--- config.mk ---
export PLATFORM = sky130hd
export DESIGN_NAME = uart_rx_frame
export DESIGN_NICKNAME = d
export VERILOG_FILES = /design/src/rtl/uart_rx_frame.sv
export SDC_FILE = /design/constraint.sdc
export NUM_CORES = 1
export LEC_CHECK = 0
export CAP_MARGIN = 20
export CORE_MARGIN = 4
export CORE_UTILIZATION = 37
export DETAILED_ROUTE_END_ITERATION = 12
export HOLD_SLACK_MARGIN = 0.12
export PLACE_DENSITY = 0.6
export SLEW_MARGIN = 20
export SYNTH_ARGS = -nofsm -noshare
export SYNTH_HDL_FRONTEND = slang
export SYNTH_SLANG_ARGS = --single-unit
export TNS_END_PERCENT = 1
--- constraint.sdc ---
create_clock -name internal_clock -period 4.7 [get_ports internal_clock]
set_clock_uncertainty 0.15 [all_clocks]
set_input_delay 0.94 -clock internal_clock [delete_from_list [all_inputs] [get_ports internal_clock]]
set_output_delay 0.94 -clock internal_clock [all_outputs]
set_load 0.02 [all_outputs]
--- src/rtl/uart_rx_frame.sv ---
// 8N1 UART receiver: 2-flop synchroniser, 3-sample majority vote at mid-bit,
// start-glitch rejection, stop-bit framing check and break (line-low) lockout.
module uart_rx_frame #(
   parameter int CLK_FREQ = 50000000
) (
   input  logic       internal_clock,
   input  logic       reset_n,
   input  logic [2:0] baud_rate_select,
   input  logic       RX_Enable,
   input  logic       RX_Data,
   output logic [7:0] Rx_Byte,
   output logic       Rx_Done,
   output logic       Rx_Active,
   output logic       Frame_Error
);

   localparam int CPB_MAX = CLK_FREQ / 9600;
   localparam int CNT_W   = $clog2(CPB_MAX + 1);

   localparam logic [CNT_W-1:0] ONE = CNT_W'(1);

   typedef enum logic [2:0] {
      S_IDLE,
      S_START,
      S_DATA,
      S_STOP,
      S_WAIT_IDLE
   } state_t;

   state_t           state_q, state_d;
   logic             rx_meta_q, rx_s_q;
   logic [2:0]       hist_q;
   logic [CNT_W-1:0] cnt_q, cnt_d;
   logic [CNT_W-1:0] cpb_q, cpb_d;
   logic [2:0]       bit_idx_q, bit_idx_d;
   logic [7:0]       shift_q, shift_d;
   logic [7:0]       byte_q, byte_d;
   logic             done_q, done_d;
   logic             ferr_q, ferr_d;
   logic             maj;
   logic [CNT_W-1:0] half_m1;

   function automatic logic maj3(input logic [2:0] h);
      return (h[0] & h[1]) | (h[0] & h[2]) | (h[1] & h[2]);
   endfunction

   function automatic logic [CNT_W-1:0] cpb_for(input logic [2:0] sel);
      logic [CNT_W-1:0] cpb;
      case (sel)
         3'b000:  cpb = CNT_W'(CLK_FREQ / 115200);
         3'b001:  cpb = CNT_W'(CLK_FREQ / 57600);
         3'b010:  cpb = CNT_W'(CLK_FREQ / 38400);
         3'b011:  cpb = CNT_W'(CLK_FREQ / 19200);
         default: cpb = CNT_W'(CLK_FREQ / 9600);
      endcase
      return cpb;
   endfunction

   assign maj     = maj3(hist_q);
   assign half_m1 = (cpb_q >> 1) - ONE;

   always_ff @(posedge internal_clock) begin
      if (!reset_n) begin
         state_q   <= S_IDLE;
         rx_meta_q <= 1'b1;
         rx_s_q    <= 1'b1;
         hist_q    <= 3'b111;
         cnt_q     <= '0;
         cpb_q     <= '0;
         bit_idx_q <= '0;
         shift_q   <= '0;
         byte_q    <= '0;
         done_q    <= 1'b0;
         ferr_q    <= 1'b0;
      end else begin
         state_q   <= state_d;
         rx_meta_q <= RX_Data;
         rx_s_q    <= rx_meta_q;
         hist_q    <= {hist_q[1:0], rx_s_q};
         cnt_q     <= cnt_d;
         cpb_q     <= cpb_d;
         bit_idx_q <= bit_idx_d;
         shift_q   <= shift_d;
         byte_q    <= byte_d;
         done_q    <= done_d;
         ferr_q    <= ferr_d;
      end
   end

   // hist_q[0] is rx_s one clock ago, so (hist_q[0] & ~rx_s_q) is the falling edge
   always_comb begin
      state_d   = state_q;
      cnt_d     = cnt_q;
      cpb_d     = cpb_q;
      bit_idx_d = bit_idx_q;
      shift_d   = shift_q;
      byte_d    = byte_q;
      done_d    = 1'b0;
      ferr_d    = 1'b0;
      if (!RX_Enable) begin
         state_d   = S_IDLE;
         cnt_d     = '0;
         bit_idx_d = '0;
      end else begin
         case (state_q)
            S_IDLE: begin
               if (hist_q[0] && !rx_s_q) begin
                  cpb_d   = cpb_for(baud_rate_select);
                  cnt_d   = '0;
                  state_d = S_START;
               end
            end
            S_START: begin
               if (cnt_q == half_m1) begin
                  cnt_d     = '0;
                  bit_idx_d = '0;
                  state_d   = maj ? S_IDLE : S_DATA;
               end else begin
                  cnt_d = cnt_q + ONE;
               end
            end
            S_DATA: begin
               if (cnt_q == cpb_q - ONE) begin
                  shift_d   = {maj, shift_q[7:1]};
                  cnt_d     = '0;
                  bit_idx_d = bit_idx_q + 3'd1;
                  if (bit_idx_q == 3'd7) begin
                     state_d = S_STOP;
                  end
               end else begin
                  cnt_d = cnt_q + ONE;
               end
            end
            S_STOP: begin
               // Leaving mid stop bit lets a back-to-back start edge be caught
               if (cnt_q == cpb_q - ONE) begin
                  cnt_d = '0;
                  if (maj) begin
                     byte_d  = shift_q;
                     done_d  = 1'b1;
                     state_d = S_IDLE;
                  end else begin
                     ferr_d  = 1'b1;
                     state_d = S_WAIT_IDLE;
                  end
               end else begin
                  cnt_d = cnt_q + ONE;
               end
            end
            S_WAIT_IDLE: begin
               if (rx_s_q) begin
                  state_d = S_IDLE;
               end
            end
            default: state_d = S_IDLE;
         endcase
      end
   end

   assign Rx_Byte     = byte_q;
   assign Rx_Done     = done_q;
   assign Frame_Error = ferr_q;
   assign Rx_Active   = (state_q == S_START) || (state_q == S_DATA) || (state_q == S_STOP);

endmodule
==> Changelog: implementation <==
## Implementation

- AO/OA Area Share: 15.3%
- Die area: 10300 sq um
- Clock net power: 0.000287 W
- Post-cts sizing count: 0
- # diodes: 0
- Worst Tran Pin Value: between 900 and 1000 ps
- Core Footprint: 8340 sq um
- CTS sink cnt: 54
- Post-Route M1 WL: 3650 um
- Slew margin rel.: 37.9%
- Slowest cell on the critical path: or4b_2
- Min cycle time layout: 3660 ps
- R2r startpoint: cpb_q[1]
- First-pass GRT wire length: 13000 um
- Nonclk inv count: 10
- R2R Path End: Rx_Byte[6]
- Max reg flops: 13
- Final setup violation count: 0
- Largest registers: cnt_q: 13 flops, cpb_q: 12 flops
- Rows: 33
- Remaining routing DRC violations: 0
- Setup TNS: 0 ps
- Crit path DRT: 4740 ps
- Share of power burned in the clock network: 33.9%
- # clk buffers: 6
- Ys flops: 54
- Cell Area, Synth: 3220 sq um
- Outcome: finished, final reports clean
- Sequential Area: 1080 sq um
- CP peak stage delay: ~640 ps
- Hold Crit Class: reg -> reg
- CTS Buf Count: 5
- P_int: 0.000618 W
- Post-CTS Setup Bufs: 0
- GP Congestion: 0.909
- Largest net degree at the start of global routing: 27
## Yosys cell counts, types with 2 or more instances
cell and count:
o2111a_1 2, nor4_1 5, and3_1 6, o21bai_1 2, nand3b_1 3, a22oi_1 5, dfxtp_1 54, clkbuf_1 21
or2_2 3, o211ai_1 3, o21ai_1 2, buf_1 5, inv_1 9, o21ai_0 15, xor2_1 12, or4_1 3
nand4_2 2, or3_1 2, nand2_1 28, xnor2_1 12, nand2b_1 14, a21oi_1 21, mux2i_1 25, nor3_1 12
ha_1 4, a211oi_1 3, buf_2 6, nand4_1 6, nor2b_1 6, nor2_1 46, nor4_4 2, nand3_1 23
a32o_1 2, o21a_1 2, a31oi_1 4
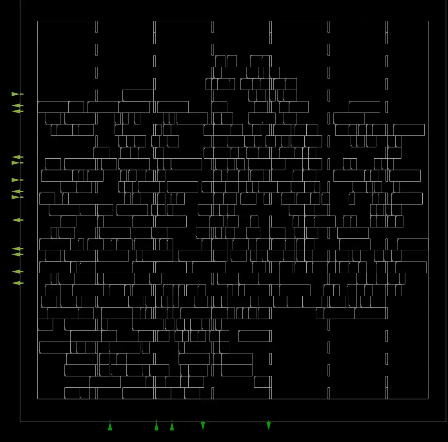
*Placement view*
Final Core Density: 41.9%
final cell count without fillers: 497
Tap Cells: 105
# fillers: 865
FF+latch count: 54

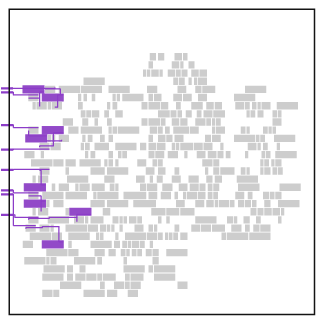
*Nets reached from selected ports*
Scale: 3 px per um.
Purple marks Rx_Byte, direction output, end cells 8, wire 207 um.

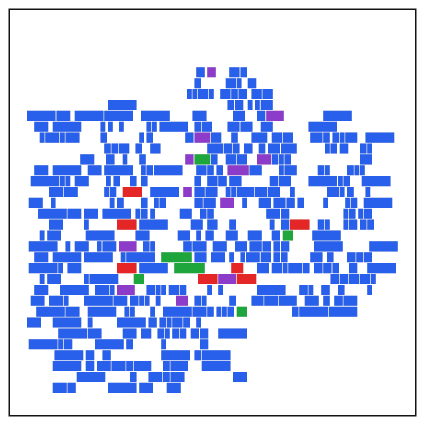
*Drive-strength map*
Scale: 4 px per um.
Purple marks x2, cells 12, share 3.1%, most used or2_2. Red marks x6 and larger, cells 7, share 1.8%, most used clkbuf_8. Blue marks x1 and smaller, cells 367, share 94%, most used dfxtp_1. Green marks x3 and x4, cells 6, share 1.5%.
area grow syn2layout: 8.59%
final worst slack: 1040 ps
post-route cell area: 3490 sq um
count of non-CTS buffers in the layout: 19

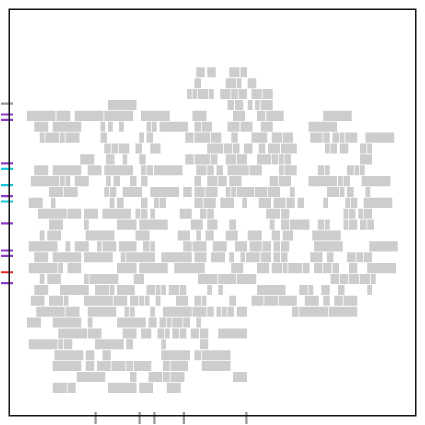
*Ports around the boundary*
Scale: 4 px per um. Pins as bars across the die edge, other pins in grey.
Red marks Rx_Done, pins 1, direction output, edge left. Cyan marks baud_rate_select, pins 3, direction input, edge left. Purple marks Rx_Byte, pins 8, direction output, edge left.
All pins by edge: 13 left, 5 bottom.

Power is estimated from default activity; no workload was simulated.
